`src/rtl/fetch_unit_if.sv`:
```
// rtl/fetch_unit_if.sv - bundle of program-memory, decoder and instruction-register signals for fetch_unit
//
// master : fetch_unit side (drives mem_addr/mem_rd, dec_opcode, ir_*, instr_count)
// slave  : environment side (drives mem_rdata, dec_size, ir_ready, redirect_*)
//
// Signals
//   mem_addr       16  program memory byte address
//   mem_rd          1  read strobe, mem_rdata valid one cycle later
//   mem_rdata       8  read data
//   dec_opcode      8  opcode presented to the combinational decoder
//   dec_size        2  instruction size (1..3, 0 treated as 1) for dec_opcode
//   ir_valid        1  assembled instruction available
//   ir_ready        1  downstream accepts the instruction
//   ir_opcode       8  opcode byte
//   ir_op1          8  first operand byte
//   ir_op2          8  second operand byte
//   ir_pc          16  address of ir_opcode
//   redirect_valid  1  jump/branch taken
//   redirect_pc    16  new fetch address
//   instr_count    16  accepted-instruction count
interface fetch_unit_if;
   logic [15:0] mem_addr;
   logic        mem_rd;
   logic [7:0]  mem_rdata;
   logic [7:0]  dec_opcode;
   logic [1:0]  dec_size;
   logic        ir_valid;
   logic        ir_ready;
   logic [7:0]  ir_opcode;
   logic [7:0]  ir_op1;
   logic [7:0]  ir_op2;
   logic [15:0] ir_pc;
   logic        redirect_valid;
   logic [15:0] redirect_pc;
   logic [15:0] instr_count;

   modport master (
      output mem_addr,
      output mem_rd,
      input  mem_rdata,
      output dec_opcode,
      input  dec_size,
      output ir_valid,
      input  ir_ready,
      output ir_opcode,
      output ir_op1,
      output ir_op2,
      output ir_pc,
      input  redirect_valid,
      input  redirect_pc,
      output instr_count
   );

   modport slave (
      input  mem_addr,
      input  mem_rd,
      output mem_rdata,
      input  dec_opcode,
      output dec_size,
      input  ir_valid,
      output ir_ready,
      input  ir_opcode,
      input  ir_op1,
      input  ir_op2,
      input  ir_pc,
      output redirect_valid,
      output redirect_pc,
      input  instr_count
   );
endinterface

```
`src/rtl/fetch_unit.sv`:
```
// rtl/fetch_unit.sv - byte-serial instruction fetch and assembly unit
//
// Fetches a 1..3 byte instruction from byte-wide program memory, asks an
// external combinational decoder for its size, assembles opcode/operands and
// holds them on ir_* until the consumer accepts.
//
// Parameters
//   RESET_PC     address of the first opcode fetched after reset
// Ports
//   clk          clock, rising edge
//   rst_n        asynchronous active-low reset
//   bus          fetch_unit_if.master (memory, decoder, instruction and redirect signals)
// Build option
//   FETCH_COUNT_EN  when defined, instr_count counts accepted instructions;
//                   otherwise instr_count is tied to zero.
module fetch_unit #(
   parameter logic [15:0] RESET_PC = 16'h0000
) (
   input  logic          clk,
   input  logic          rst_n,
   fetch_unit_if.master  bus
);

   localparam logic [2:0] ST_IDLE = 3'd0;
   localparam logic [2:0] ST_OPC  = 3'd1;
   localparam logic [2:0] ST_DEC  = 3'd2;
   localparam logic [2:0] ST_B1   = 3'd3;
   localparam logic [2:0] ST_B2   = 3'd4;
   localparam logic [2:0] ST_HOLD = 3'd5;

   logic [2:0]  state_q, state_d;
   logic [15:0] pc_q, pc_d;
   logic [1:0]  size_q, size_d;
   logic [7:0]  ir_opcode_q, ir_opcode_d;
   logic [7:0]  ir_op1_q, ir_op1_d;
   logic [7:0]  ir_op2_q, ir_op2_d;
   logic [15:0] ir_pc_q, ir_pc_d;
   logic [1:0]  dec_size_eff;

   // A decoder answer of 0 would otherwise stall the operand sequencing.
   assign dec_size_eff = (bus.dec_size == 2'd0) ? 2'd1 : bus.dec_size;

   // pc_q keeps the opcode address until the instruction is complete, then
   // advances by the size on entry to HOLD; operand addresses are offsets.
   always_comb begin
      state_d     = state_q;
      pc_d        = pc_q;
      size_d      = size_q;
      ir_opcode_d = ir_opcode_q;
      ir_op1_d    = ir_op1_q;
      ir_op2_d    = ir_op2_q;
      ir_pc_d     = ir_pc_q;

      case (state_q)
         ST_IDLE: state_d = ST_OPC;
         ST_OPC:  state_d = ST_DEC;
         ST_DEC: begin
            ir_opcode_d = bus.mem_rdata;
            ir_pc_d     = pc_q;
            size_d      = dec_size_eff;
            ir_op1_d    = 8'h00;
            ir_op2_d    = 8'h00;
            if (dec_size_eff == 2'd1) begin
               state_d = ST_HOLD;
               pc_d    = pc_q + 16'd1;
            end else begin
               state_d = ST_B1;
            end
         end
         ST_B1: begin
            ir_op1_d = bus.mem_rdata;
            if (size_q == 2'd3) begin
               state_d = ST_B2;
            end else begin
               state_d = ST_HOLD;
               pc_d    = pc_q + 16'd2;
            end
         end
         ST_B2: begin
            ir_op2_d = bus.mem_rdata;
            state_d  = ST_HOLD;
            pc_d     = pc_q + 16'd3;
         end
         ST_HOLD: begin
            if (bus.ir_ready) begin
               state_d = ST_OPC;
            end
         end
         default: state_d = ST_IDLE;
      endcase

      // Redirect wins everywhere; a partially assembled instruction is
      // dropped simply by never reaching HOLD.
      if (bus.redirect_valid) begin
         state_d = ST_OPC;
         pc_d    = bus.redirect_pc;
      end
   end

   always_ff @(posedge clk or negedge rst_n) begin
      if (!rst_n) begin
         state_q     <= ST_IDLE;
         pc_q        <= RESET_PC;
         size_q      <= 2'd1;
         ir_opcode_q <= 8'h00;
         ir_op1_q    <= 8'h00;
         ir_op2_q    <= 8'h00;
         ir_pc_q     <= 16'h0000;
      end else begin
         state_q     <= state_d;
         pc_q        <= pc_d;
         size_q      <= size_d;
         ir_opcode_q <= ir_opcode_d;
         ir_op1_q    <= ir_op1_d;
         ir_op2_q    <= ir_op2_d;
         ir_pc_q     <= ir_pc_d;
      end
   end

   // Strobes are issued one state ahead of the state that consumes the data.
   always_comb begin
      bus.mem_rd   = 1'b0;
      bus.mem_addr = 16'h0000;
      case (state_q)
         ST_OPC: begin
            bus.mem_rd   = 1'b1;
            bus.mem_addr = pc_q;
         end
         ST_DEC: begin
            if (dec_size_eff != 2'd1) begin
               bus.mem_rd   = 1'b1;
               bus.mem_addr = pc_q + 16'd1;
            end
         end
         ST_B1: begin
            if (size_q == 2'd3) begin
               bus.mem_rd   = 1'b1;
               bus.mem_addr = pc_q + 16'd2;
            end
         end
         default: begin
            bus.mem_rd   = 1'b0;
            bus.mem_addr = 16'h0000;
         end
      endcase
   end

   // The decoder sees the live memory byte only while it is being sized.
   assign bus.dec_opcode = (state_q == ST_DEC) ? bus.mem_rdata : ir_opcode_q;
   assign bus.ir_valid   = (state_q == ST_HOLD);
   assign bus.ir_opcode  = ir_opcode_q;
   assign bus.ir_op1     = ir_op1_q;
   assign bus.ir_op2     = ir_op2_q;
   assign bus.ir_pc      = ir_pc_q;

`ifdef FETCH_COUNT_EN
   logic        accept;
   logic [15:0] count_q;

   assign accept = (state_q == ST_HOLD) && bus.ir_ready;

   always_ff @(posedge clk or negedge rst_n) begin
      if (!rst_n) begin
         count_q <= 16'h0000;
      end else if (accept) begin
         count_q <= count_q + 16'd1;
      end
   end

   assign bus.instr_count = count_q;
`else
   assign bus.instr_count = 16'h0000;
`endif

endmodule

```
`src/flat_wrapper.sv`:
```
// flat-port wrapper written by rule: the top's interface ports become plain ports
module fetch_unit_flat 
#(
   parameter logic [15:0] RESET_PC = 16'h0000
)
  (clk, rst_n, bus_mem_addr, bus_mem_rd, bus_mem_rdata, bus_dec_opcode, bus_dec_size, bus_ir_valid, bus_ir_ready, bus_ir_opcode, bus_ir_op1, bus_ir_op2, bus_ir_pc, bus_redirect_valid, bus_redirect_pc, bus_instr_count);
  fetch_unit_if bus_i ();
  input  logic clk;
  input  logic rst_n;
  output wire logic [$bits(bus_i.mem_addr)-1:0] bus_mem_addr;
  output wire logic [$bits(bus_i.mem_rd)-1:0] bus_mem_rd;
  input wire logic [$bits(bus_i.mem_rdata)-1:0] bus_mem_rdata;
  output wire logic [$bits(bus_i.dec_opcode)-1:0] bus_dec_opcode;
  input wire logic [$bits(bus_i.dec_size)-1:0] bus_dec_size;
  output wire logic [$bits(bus_i.ir_valid)-1:0] bus_ir_valid;
  input wire logic [$bits(bus_i.ir_ready)-1:0] bus_ir_ready;
  output wire logic [$bits(bus_i.ir_opcode)-1:0] bus_ir_opcode;
  output wire logic [$bits(bus_i.ir_op1)-1:0] bus_ir_op1;
  output wire logic [$bits(bus_i.ir_op2)-1:0] bus_ir_op2;
  output wire logic [$bits(bus_i.ir_pc)-1:0] bus_ir_pc;
  input wire logic [$bits(bus_i.redirect_valid)-1:0] bus_redirect_valid;
  input wire logic [$bits(bus_i.redirect_pc)-1:0] bus_redirect_pc;
  output wire logic [$bits(bus_i.instr_count)-1:0] bus_instr_count;
  assign bus_mem_addr = bus_i.mem_addr;
  assign bus_mem_rd = bus_i.mem_rd;
  assign bus_i.mem_rdata = bus_mem_rdata;
  assign bus_dec_opcode = bus_i.dec_opcode;
  assign bus_i.dec_size = bus_dec_size;
  assign bus_ir_valid = bus_i.ir_valid;
  assign bus_i.ir_ready = bus_ir_ready;
  assign bus_ir_opcode = bus_i.ir_opcode;
  assign bus_ir_op1 = bus_i.ir_op1;
  assign bus_ir_op2 = bus_i.ir_op2;
  assign bus_ir_pc = bus_i.ir_pc;
  assign bus_i.redirect_valid = bus_redirect_valid;
  assign bus_i.redirect_pc = bus_redirect_pc;
  assign bus_instr_count = bus_i.instr_count;
  fetch_unit #(.RESET_PC(RESET_PC)) u_core (.clk(clk), .rst_n(rst_n), .bus(bus_i));
endmodule
```
`config.mk`:
```
export PLATFORM = sky130hd
export DESIGN_NAME = fetch_unit_flat
export DESIGN_NICKNAME = d
export VERILOG_FILES = /design/src/rtl/fetch_unit_if.sv /design/src/rtl/fetch_unit.sv /design/src/flat_wrapper.sv
export SDC_FILE = /design/constraint.sdc
export NUM_CORES = 1
export LEC_CHECK = 0
export CAP_MARGIN = 40
export CORE_UTILIZATION = 45
export DETAILED_ROUTE_END_ITERATION = 10
export PLACE_DENSITY = 0.74
export SETUP_SLACK_MARGIN = 0.15
export SLEW_MARGIN = 20
export SYNTH_ARGS = -nofsm -noshare
export SYNTH_HDL_FRONTEND = slang
export SYNTH_SLANG_ARGS = --single-unit
```
`constraint.sdc`:
```
create_clock -name clk -period 7.48 [get_ports clk]
set_clock_uncertainty 0.05 [all_clocks]
set_input_delay 2.244 -clock clk [delete_from_list [all_inputs] [get_ports clk]]
set_output_delay 2.244 -clock clk [all_outputs]
set_load 0.03 [all_outputs]
```
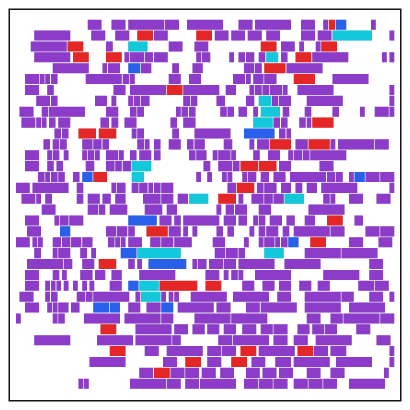
Fig. 1. Cells by drive strength.
Scale: 4 px per µm.
[blue] drive 3 to 4 | cells: 14 | share: 2.7% | most used: buf_4
[cyan] drive 6 and up | cells: 14 | share: 2.7% | most used: clkbuf_8
[purple] drive 1 or less | cells: 465 | share: 88% | most used: clkdlybuf4s50_1
[red] drive 2 | cells: 35 | share: 6.6% | most used: mux2_2

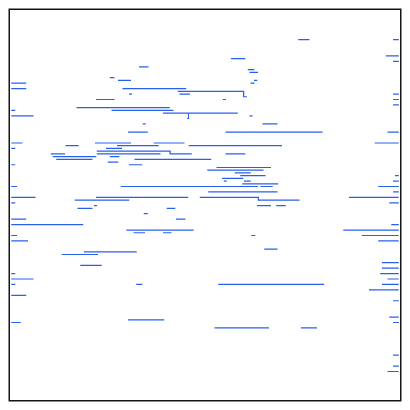
Fig. 2. Signal wires on met3.
Scale: 4 px per µm.
longest straight run: 34.0 µm
wire length on this layer: 747 µm
nets with wire on the layer: 95
share of all routed wire: 6.2%
main direction: horizontal

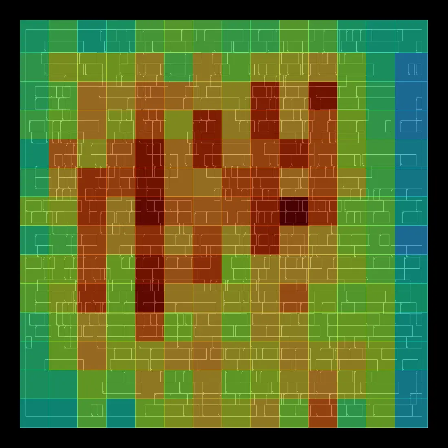
Fig. 3. Routing congestion map.
GRT Max-Usage Layer: met2
GR Util met3: 0.03669

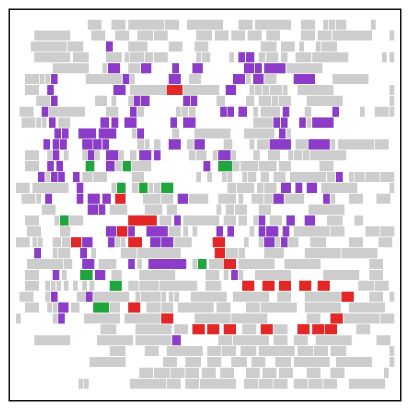
Fig. 4. Gate-type map.
Scale: 4 px per µm.
[green] AND and OR gates | cells: 11
[purple] inverting AOI/OAI gates | cells: 116
[red] AND-OR and OR-AND gates | cells: 25

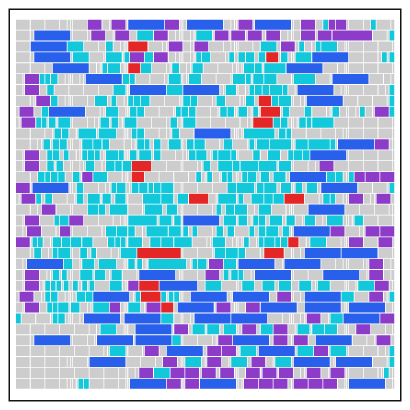
Fig. 5. Cells colored by class.
Scale: 4 px per µm. Fill, decap, tap and diode cells in gray.
[blue] flops | cells: 61 | share of their area: 30%
[purple] other buffers and delay cells | cells: 102 | share of their area: 20%
[red] clock drivers and dummy loads | cells: 16 | share of their area: 4.1%
[cyan] all other logic | cells: 349 | share of their area: 46%

==> results.txt <==
Implementation progress

Counting I/O delays and the setup requirement, the final critical path takes 6.976 ns. The least setup slack across all paths after layout stands at a little over 0.5 ns. Before any placement, the netlist area is recorded as a little over 4000 µm². Post-CTS timing repair inserted 0 buffers for setup. The worst setup path is of the primary input to output pin kind. By area the synthesized netlist is led by sky130_fd_sc_hd__dfrtp_1, sky130_fd_sc_hd__mux2_2, sky130_fd_sc_hd__buf_4, sky130_fd_sc_hd__o21ai_0, sky130_fd_sc_hd__a22o_1.

The min-delay analysis places its worst path in the category flip-flop to flip-flop. The filler-free cell count of the finished design stands at about 640. Warnings reported by Yosys during synthesis add up to 0. STA classifies the critical path startpoint as a primary input. The multi-input logic portion of the cell area stands at 0.4375. STA reports a reg2reg setup slack of 4.75 ns. The weighted congestion reported at the end of routability-driven placement stands at just over 0.9. The layout has 102 buffers outside the clock class. The wire length reported by the detailed router stands at around 12 mm. The critical path starts at bus_dec_size[1]. The violation tally recorded at the end of detailed-routing iteration 0 is ~210. The worst path required time stands at between 5 and 6 ns. The total cell area at the placement stage stands at between 4000 and 5000 µm².

Non-clock inverters in the final layout number 10. In the CTS report, the clock slew at the register clock pins of the worst setup and hold paths is listed as 0.08 ns. The count of endpoints failing setup in the final report stands at 0. TritonCTS built the clock tree. After detailed routing, the number of vias per cell comes to a little over 6. The script computed the net switching share of total power as 0.4782.

The synthesized netlist was found by Yosys to have ~450 cells. From left edge to right edge, the die measures a little under 100 µm. The maximum vdd drop stands at 0.2344 mV.

The CTS buffer count stands at 9. The initial utilization of the core area, before any placement, comes to 0.4684. The power report attributes to the sequential group a share of 0.277. The remaining routing DRC violations stands at 0. The startpoint identified for the worst hold timing path is u_core.bus.ir_pc[1]$_DFFE_PN0P_. Per STA, the endpoint of the critical path is bus_mem_addr[6].

The arrival time of data at the worst endpoint is listed as ~4.7 ns. The share of cells above drive strength 1 stands at 0.1193. In this run, placement finished with an instance count of between 600 and 700. The root buffer cell chosen for the clock tree is sky130_fd_sc_hd__clkbuf_8. After detailed routing, the average wire length per cell comes to 19.00 µm. Counting the fill cells in the layout gives a little under 800. In this run the count of I/O pins placed on the die edge is 112. The number of antenna violations at the first check in global routing stands at 0. Summed over all nets, the switching power comes to 1.043 mW. TritonCTS reports the number of clock sinks as just over 60. The final max-slew violation count stands at 0. For this run, the detailed router's first-pass iteration total came to 5. The cell sequence reported for the critical path is clkdlybuf4s50_1 -> nor2b_1 -> and2_1 -> o21ai_0 -> a41oi_1 -> clkdlybuf4s50_1. In this build the clock could be raised as far as 0.1433 GHz. The power dissipated in combinational cells stands at between 1 and 1.5 mW. The average size of a mapped cell stands at 9.082 µm². The chip area in the Yosys report stands at 4105 µm².

The run finished with clean final reports. Setup repair after global routing left no endpoint under its margin. The clock network consumes a total of around 0.32 mW. The worst-margin pin slew stands at 0.7732 ns. At the later pin of the worst-skew pair, clock insertion delay measures about 0.36 ns. The area of all placed cells without fillers stands at between 5000 and 6000 µm². The static leakage power stands at around 2 nW. The number of flops mapped to enable cells by yosys stands at 0.

All stages included, the depth of the critical timing path comes to 6. The delay of the slowest cell on the worst path stands at 0.70 ns. The cell depth of the worst hold path stands at 2.

The hold violation count in the final report stands at 0. The number of global-route vias before repair stands at around 3700. The sequential power reported by the tool is between 0.6 and 0.7 mW. The power density over the cells stands at around 420 nW/µm².

The library cell used most frequently in the layout, excluding fill and tap cells, is sky130_fd_sc_hd__clkdlybuf4s50_1.
kinds of logic after synthesis:
| logic type | synth area share |
|---|---|
| and+or+nand+nor | 0.1749 |
| DFF | 0.3721 |
| buffers and inverters | 0.08747 |
| adders and majority gates | 0.01219 |
| muxes | 0.05760 |
| xor gates and xnor gates | 0.04694 |
| other | 0.0009135 |
| AOI/OAI and AO/OA | 0.2478 |
metal layers:
layer / vias to the layer above / global-route usage / share of wire
met4: 0 / 0.1233 / 0.028
met5: - / 0 / 0
met3: 31 / 0.03669 / 0.062
met1: 1867 / 0.3703 / 0.46
met2: 175 / 0.3878 / 0.45
li1: 1766 / - / -
Power is estimated from default activity; no workload was simulated.
